--- config.mk ---
export PLATFORM = sky130hd
export DESIGN_NAME = ibus_responder
export DESIGN_NICKNAME = d
export VERILOG_FILES = /design/src/rtl/ibus_responder_pkg.sv /design/src/rtl/ibus_linebuf.sv /design/src/rtl/ibus_responder.sv
export SDC_FILE = /design/constraint.sdc
export NUM_CORES = 1
export LEC_CHECK = 0
export CAP_MARGIN = 20
export CORE_MARGIN = 5
export CORE_UTILIZATION = 47
export CTS_BUF_LIST = sky130_fd_sc_hd__clkbuf_16
export CTS_CLUSTER_SIZE = 10
export DETAILED_ROUTE_END_ITERATION = 8
export MAX_ROUTING_LAYER = met4
export PLACE_DENSITY_LB_ADDON = 0.08
export SLEW_MARGIN = 20
export SYNTH_ARGS = -nofsm -noshare
export SYNTH_HDL_FRONTEND = slang
export SYNTH_SLANG_ARGS = --single-unit
--- constraint.sdc ---
create_clock -name clk -period 4 [get_ports clk]
set_input_delay 1.2 -clock clk [delete_from_list [all_inputs] [get_ports clk]]
set_output_delay 1.2 -clock clk [all_outputs]
set_load 0.02 [all_outputs]
--- src/rtl/ibus_responder_pkg.sv ---
// ---------------------------------------------------------------------------
// ibus_responder_pkg
//   Shared types for the instruction-bus responder: the fetch request and
//   response structs, the responder FSM state enum and the memory word width.
//   Optional build macro used by the files importing this package:
//     IBUS_LINEBUF_EN  -- enables the one-entry line buffer (ibus_linebuf).
// ---------------------------------------------------------------------------
package ibus_responder_pkg;

  localparam int MEM_WORD_W = 64;
  localparam int ADDR_W     = 64;
  localparam int INSTR_W    = 32;

  typedef struct packed {
    logic              valid;
    logic [ADDR_W-1:0] addr;
  } ibus_req_t;

  typedef struct packed {
    logic               addr_ok;
    logic               data_ok;
    logic [INSTR_W-1:0] data;
  } ibus_resp_t;

  typedef enum logic [1:0] {
    IDLE = 2'd0,
    WAIT = 2'd1,
    RESP = 2'd2
  } ibus_rsp_state_t;

  // Picks the 32-bit instruction out of a 64-bit memory word using addr[2].
  function automatic logic [INSTR_W-1:0] select_word(input logic [MEM_WORD_W-1:0] line,
                                                     input logic                  hi);
    return hi ? line[63:32] : line[31:0];
  endfunction

endpackage

--- src/rtl/ibus_linebuf.sv ---
// ---------------------------------------------------------------------------
// ibus_linebuf
//   One-entry 64-bit line buffer for ibus_responder. Holds the last non-stale
//   memory word with its line tag (addr[63:3]) and reports a hit for the
//   current lookup address. Only compiled when IBUS_LINEBUF_EN is defined.
// Ports
//   clk, rst     clock, synchronous active-high reset (clears valid)
//   fill         load fill_tag/fill_line and set valid
//   inval        clear valid (error path)
//   fill_tag     line tag addr[63:3] of the returned word
//   fill_line    64-bit memory word
//   lookup_addr  request address bits [63:2] (tag + word select)
//   hit          valid entry whose tag matches lookup_addr
//   hit_word     selected 32-bit instruction from the buffered line
// ---------------------------------------------------------------------------
`ifdef IBUS_LINEBUF_EN
module ibus_linebuf
  import ibus_responder_pkg::*;
(
  input  logic                  clk,
  input  logic                  rst,
  input  logic                  fill,
  input  logic                  inval,
  input  logic [60:0]           fill_tag,
  input  logic [MEM_WORD_W-1:0] fill_line,
  input  logic [61:0]           lookup_addr,
  output logic                  hit,
  output logic [INSTR_W-1:0]    hit_word
);

  logic                  valid_q;
  logic [60:0]           tag_q;
  logic [MEM_WORD_W-1:0] line_q;

  always_ff @(posedge clk) begin
    if (rst || inval) valid_q <= 1'b0;
    else if (fill)    valid_q <= 1'b1;
  end

  // NOTE: tag and data storage carry no reset; valid_q alone qualifies them,
  // so resetting the wide registers would only cost reset routing.
  always_ff @(posedge clk) begin
    if (fill) begin
      tag_q  <= fill_tag;
      line_q <= fill_line;
    end
  end

  assign hit      = valid_q && (tag_q == lookup_addr[61:1]);
  assign hit_word = select_word(line_q, lookup_addr[0]);

endmodule
`endif

--- src/rtl/ibus_responder.sv ---
// ---------------------------------------------------------------------------
// ibus_responder
//   Memory side of the instruction bus. Accepts a fetch in IDLE (addr_ok is
//   combinational), reads the aligned 64-bit word from backing memory, and
//   returns the selected instruction with a one-cycle data_ok. A request that
//   changes or drops while the read is outstanding marks the read stale: the
//   read still completes, its data is dropped and the new address is taken
//   on the next IDLE cycle. Misaligned fetches and timeouts answer with
//   data_ok + ifetch_err and zero data.
//   Build macro: IBUS_LINEBUF_EN adds a one-entry line buffer; aligned hits
//   answer from it without a memory read.
// Parameters
//   TIMEOUT_CYC  WAIT cycles without mresp_valid before a bus error (>=2)
// Ports
//   clk          clock
//   rst          synchronous active-high reset
//   ireq         fetch request {valid, addr}, held until data_ok
//   iresp        {addr_ok, data_ok, data}
//   mreq_valid   memory read request, held until mresp_valid
//   mreq_addr    8-byte-aligned read address
//   mresp_valid  read data valid pulse
//   mresp_data   64-bit read data
//   ifetch_err   error pulse coincident with data_ok
// ---------------------------------------------------------------------------
module ibus_responder
  import ibus_responder_pkg::*;
#(
  parameter int TIMEOUT_CYC = 256
) (
  input  logic                  clk,
  input  logic                  rst,
  input  ibus_req_t             ireq,
  output ibus_resp_t            iresp,
  output logic                  mreq_valid,
  output logic [ADDR_W-1:0]     mreq_addr,
  input  logic                  mresp_valid,
  input  logic [MEM_WORD_W-1:0] mresp_data,
  output logic                  ifetch_err
);

  localparam int              CNT_W    = (TIMEOUT_CYC > 2) ? $clog2(TIMEOUT_CYC) : 1;
  localparam logic [CNT_W-1:0] CNT_LAST = CNT_W'(TIMEOUT_CYC - 1);

  ibus_rsp_state_t     state_q, state_d;
  logic [ADDR_W-1:0]   cap_addr_q, cap_addr_d;
  logic [CNT_W-1:0]    cnt_q, cnt_d;
  logic                stale_q, stale_d;
  logic                err_q, err_d;
  logic [INSTR_W-1:0]  data_q, data_d;
  logic                addr_ok;
  logic                stale_now;

`ifdef IBUS_LINEBUF_EN
  logic               lb_hit;
  logic [INSTR_W-1:0] lb_word;
  logic               lb_fill;
  logic               lb_inval;

  ibus_linebuf u_linebuf (
    .clk         (clk),
    .rst         (rst),
    .fill        (lb_fill),
    .inval       (lb_inval),
    .fill_tag    (cap_addr_q[63:3]),
    .fill_line   (mresp_data),
    .lookup_addr (ireq.addr[63:2]),
    .hit         (lb_hit),
    .hit_word    (lb_word)
  );
`endif

  // NOTE: sequential state uses non-blocking assignments so every register
  // samples the pre-edge values, independent of block ordering.
  always_ff @(posedge clk) begin
    if (rst) begin
      state_q    <= IDLE;
      cap_addr_q <= '0;
      cnt_q      <= '0;
      stale_q    <= 1'b0;
      err_q      <= 1'b0;
      data_q     <= '0;
    end else begin
      state_q    <= state_d;
      cap_addr_q <= cap_addr_d;
      cnt_q      <= cnt_d;
      stale_q    <= stale_d;
      err_q      <= err_d;
      data_q     <= data_d;
    end
  end

  // NOTE: every signal driven here gets a default first, so no path can
  // leave one unassigned and infer a latch.
  always_comb begin
    state_d    = state_q;
    cap_addr_d = cap_addr_q;
    cnt_d      = cnt_q;
    stale_d    = stale_q;
    err_d      = err_q;
    data_d     = data_q;
    addr_ok    = 1'b0;
    // A redirect or dropped request in this very cycle also stales the read.
    stale_now  = stale_q || !ireq.valid || (ireq.addr != cap_addr_q);
`ifdef IBUS_LINEBUF_EN
    lb_fill    = 1'b0;
    lb_inval   = 1'b0;
`endif

    unique case (state_q)
      IDLE: begin
        cnt_d   = '0;
        stale_d = 1'b0;
        if (ireq.valid) begin
          addr_ok    = 1'b1;
          cap_addr_d = ireq.addr;
          if (ireq.addr[1:0] != 2'b00) begin
            err_d   = 1'b1;
            data_d  = '0;
            state_d = RESP;
`ifdef IBUS_LINEBUF_EN
            lb_inval = 1'b1;
`endif
          end
`ifdef IBUS_LINEBUF_EN
          else if (lb_hit) begin
            err_d   = 1'b0;
            data_d  = lb_word;
            state_d = RESP;
          end
`endif
          else begin
            err_d   = 1'b0;
            state_d = WAIT;
          end
        end
      end

      WAIT: begin
        stale_d = stale_now;
        if (mresp_valid) begin
          cnt_d = '0;
          if (stale_now) begin
            state_d = IDLE;
          end else begin
            data_d  = select_word(mresp_data, cap_addr_q[2]);
            state_d = RESP;
`ifdef IBUS_LINEBUF_EN
            lb_fill = 1'b1;
`endif
          end
        end else if (cnt_q == CNT_LAST) begin
          cnt_d = '0;
          if (stale_now) begin
            state_d = IDLE;
          end else begin
            err_d   = 1'b1;
            data_d  = '0;
            state_d = RESP;
`ifdef IBUS_LINEBUF_EN
            lb_inval = 1'b1;
`endif
          end
        end else begin
          cnt_d = cnt_q + 1'b1;
        end
      end

      RESP: begin
        state_d = IDLE;
      end

      default: begin
        state_d = IDLE;
      end
    endcase
  end

  assign iresp      = '{addr_ok: addr_ok, data_ok: (state_q == RESP), data: data_q};
  assign ifetch_err = (state_q == RESP) && err_q;
  assign mreq_valid = (state_q == WAIT);
  assign mreq_addr  = {cap_addr_q[63:3], 3'b000};

endmodule
==> CHANGELOG.md <==
### Metrics

- Status: complete, no violations
- Synth Area in Adders: 0.221%
- Comb_multi_in: 472
- Clk pin slew, worst setup/hold paths: 0.07 ns
- Met1 GRT Util: 25.3%
- Async S/R FF share, synth: 0%
- Residual DRC: 0
- Biggest area cells: dfxtp_1, nand2_1, buf_4, mux2_2, mux2i_1
- DRT Wirelength: 15900 um
- Reg2reg end: data_q[4]
- Complex-gate fraction of the synthesized area: 8.27%
- WHS Endpoint: data_q[13]
- WL/cell: 16.0 um
- Worst setup margin: 0.430 ns
- Syn Inst Count: 694
- GRT Total Usage: 22.0%
- Critical path, cell by cell: clkdlybuf4s50_1 -> nand2b_1 -> or2_2 -> inv_2 -> dlymetal6s2s_1
- Pwr/cell area: 332 nW/um2
- Clk tree area frac: 3.88%
- Hold Slack: 0.454 ns
- Die Y-Extent: 120 um
- Synth warn: 0
- MI comb area: 2820 um2
- DP Wirelength: 12000 um
- DP Area: 7560 um2
clock_wires.png
(4 px per um)
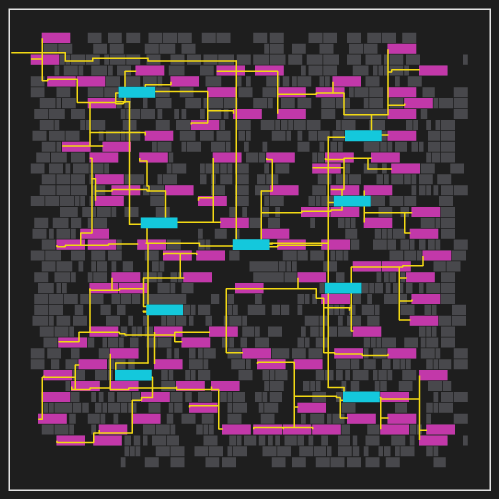
[yellow] clock wires | length: 1320 um
[magenta] flip-flops | count: 108
[cyan] clock-net drivers | count: 9
routed clock nets	10
Clock Skew: 0.00705 ns
Skew-Pair Late Insertion Delay: 0.34 ns
Clock Power Share: 35.6%
Power Clock: 0.000930 W

util_map.png
(2 px per um) The die is cut into 12 by 12 equal tiles; black is low, pale yellow is high, 0 to 100% covered.
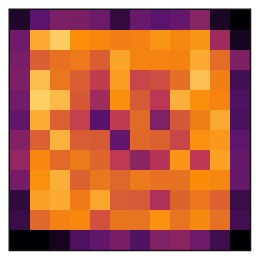
nearly empty tiles	2.8%
tiles over 75% full	20%
fullest tile	90%
Layout Utilization: 66.1%
CORE AREA: 11900 um2

clock_nets.png
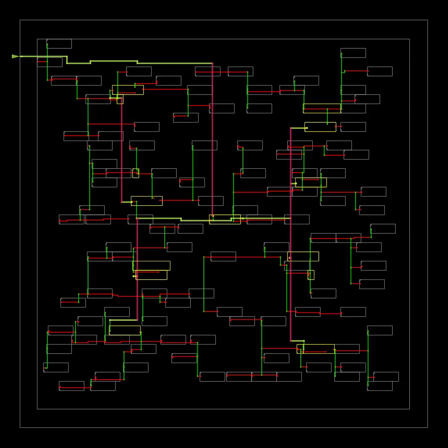
number of CTS-inserted buffers: 9
Seq cells: 108
clk sink count: 108
clock buffer count: 9

closeup.png
Region (47, 47) to (72, 72) um. Cells in gray, sequential cells in the stronger gray; small squares are vias.
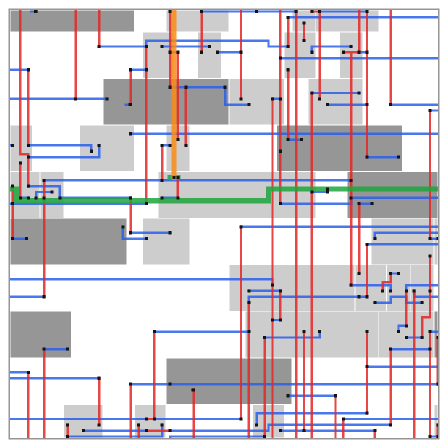
color	layer
blue	M1
red	M2
green	M3
orange	M4
netlist names of flops here include	cap_addr_q (5)
most frequent	nand2_1 (7), dfxtp_1 (5), a21oi_1 (4)
sequential cells in the window	5
cells with their middle in the window	28

class_map.png
(3 px per um) Fill, decap, tap and diode cells in gray.
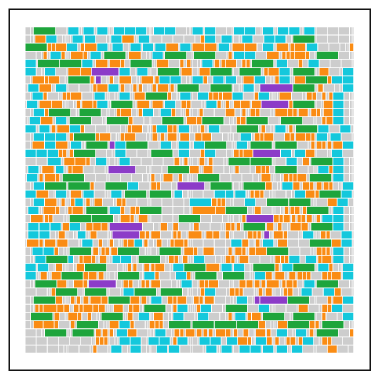
color	class	cells
cyan	remaining buffers and delay cells	236
purple	clock drivers and dummy loads	15
orange	remaining logic cells	485
green	sequential cells	108
final instance area: 7870 um2
Seq area share: 27.5%
row count: 40

Power and IR drop assume default switching activity.
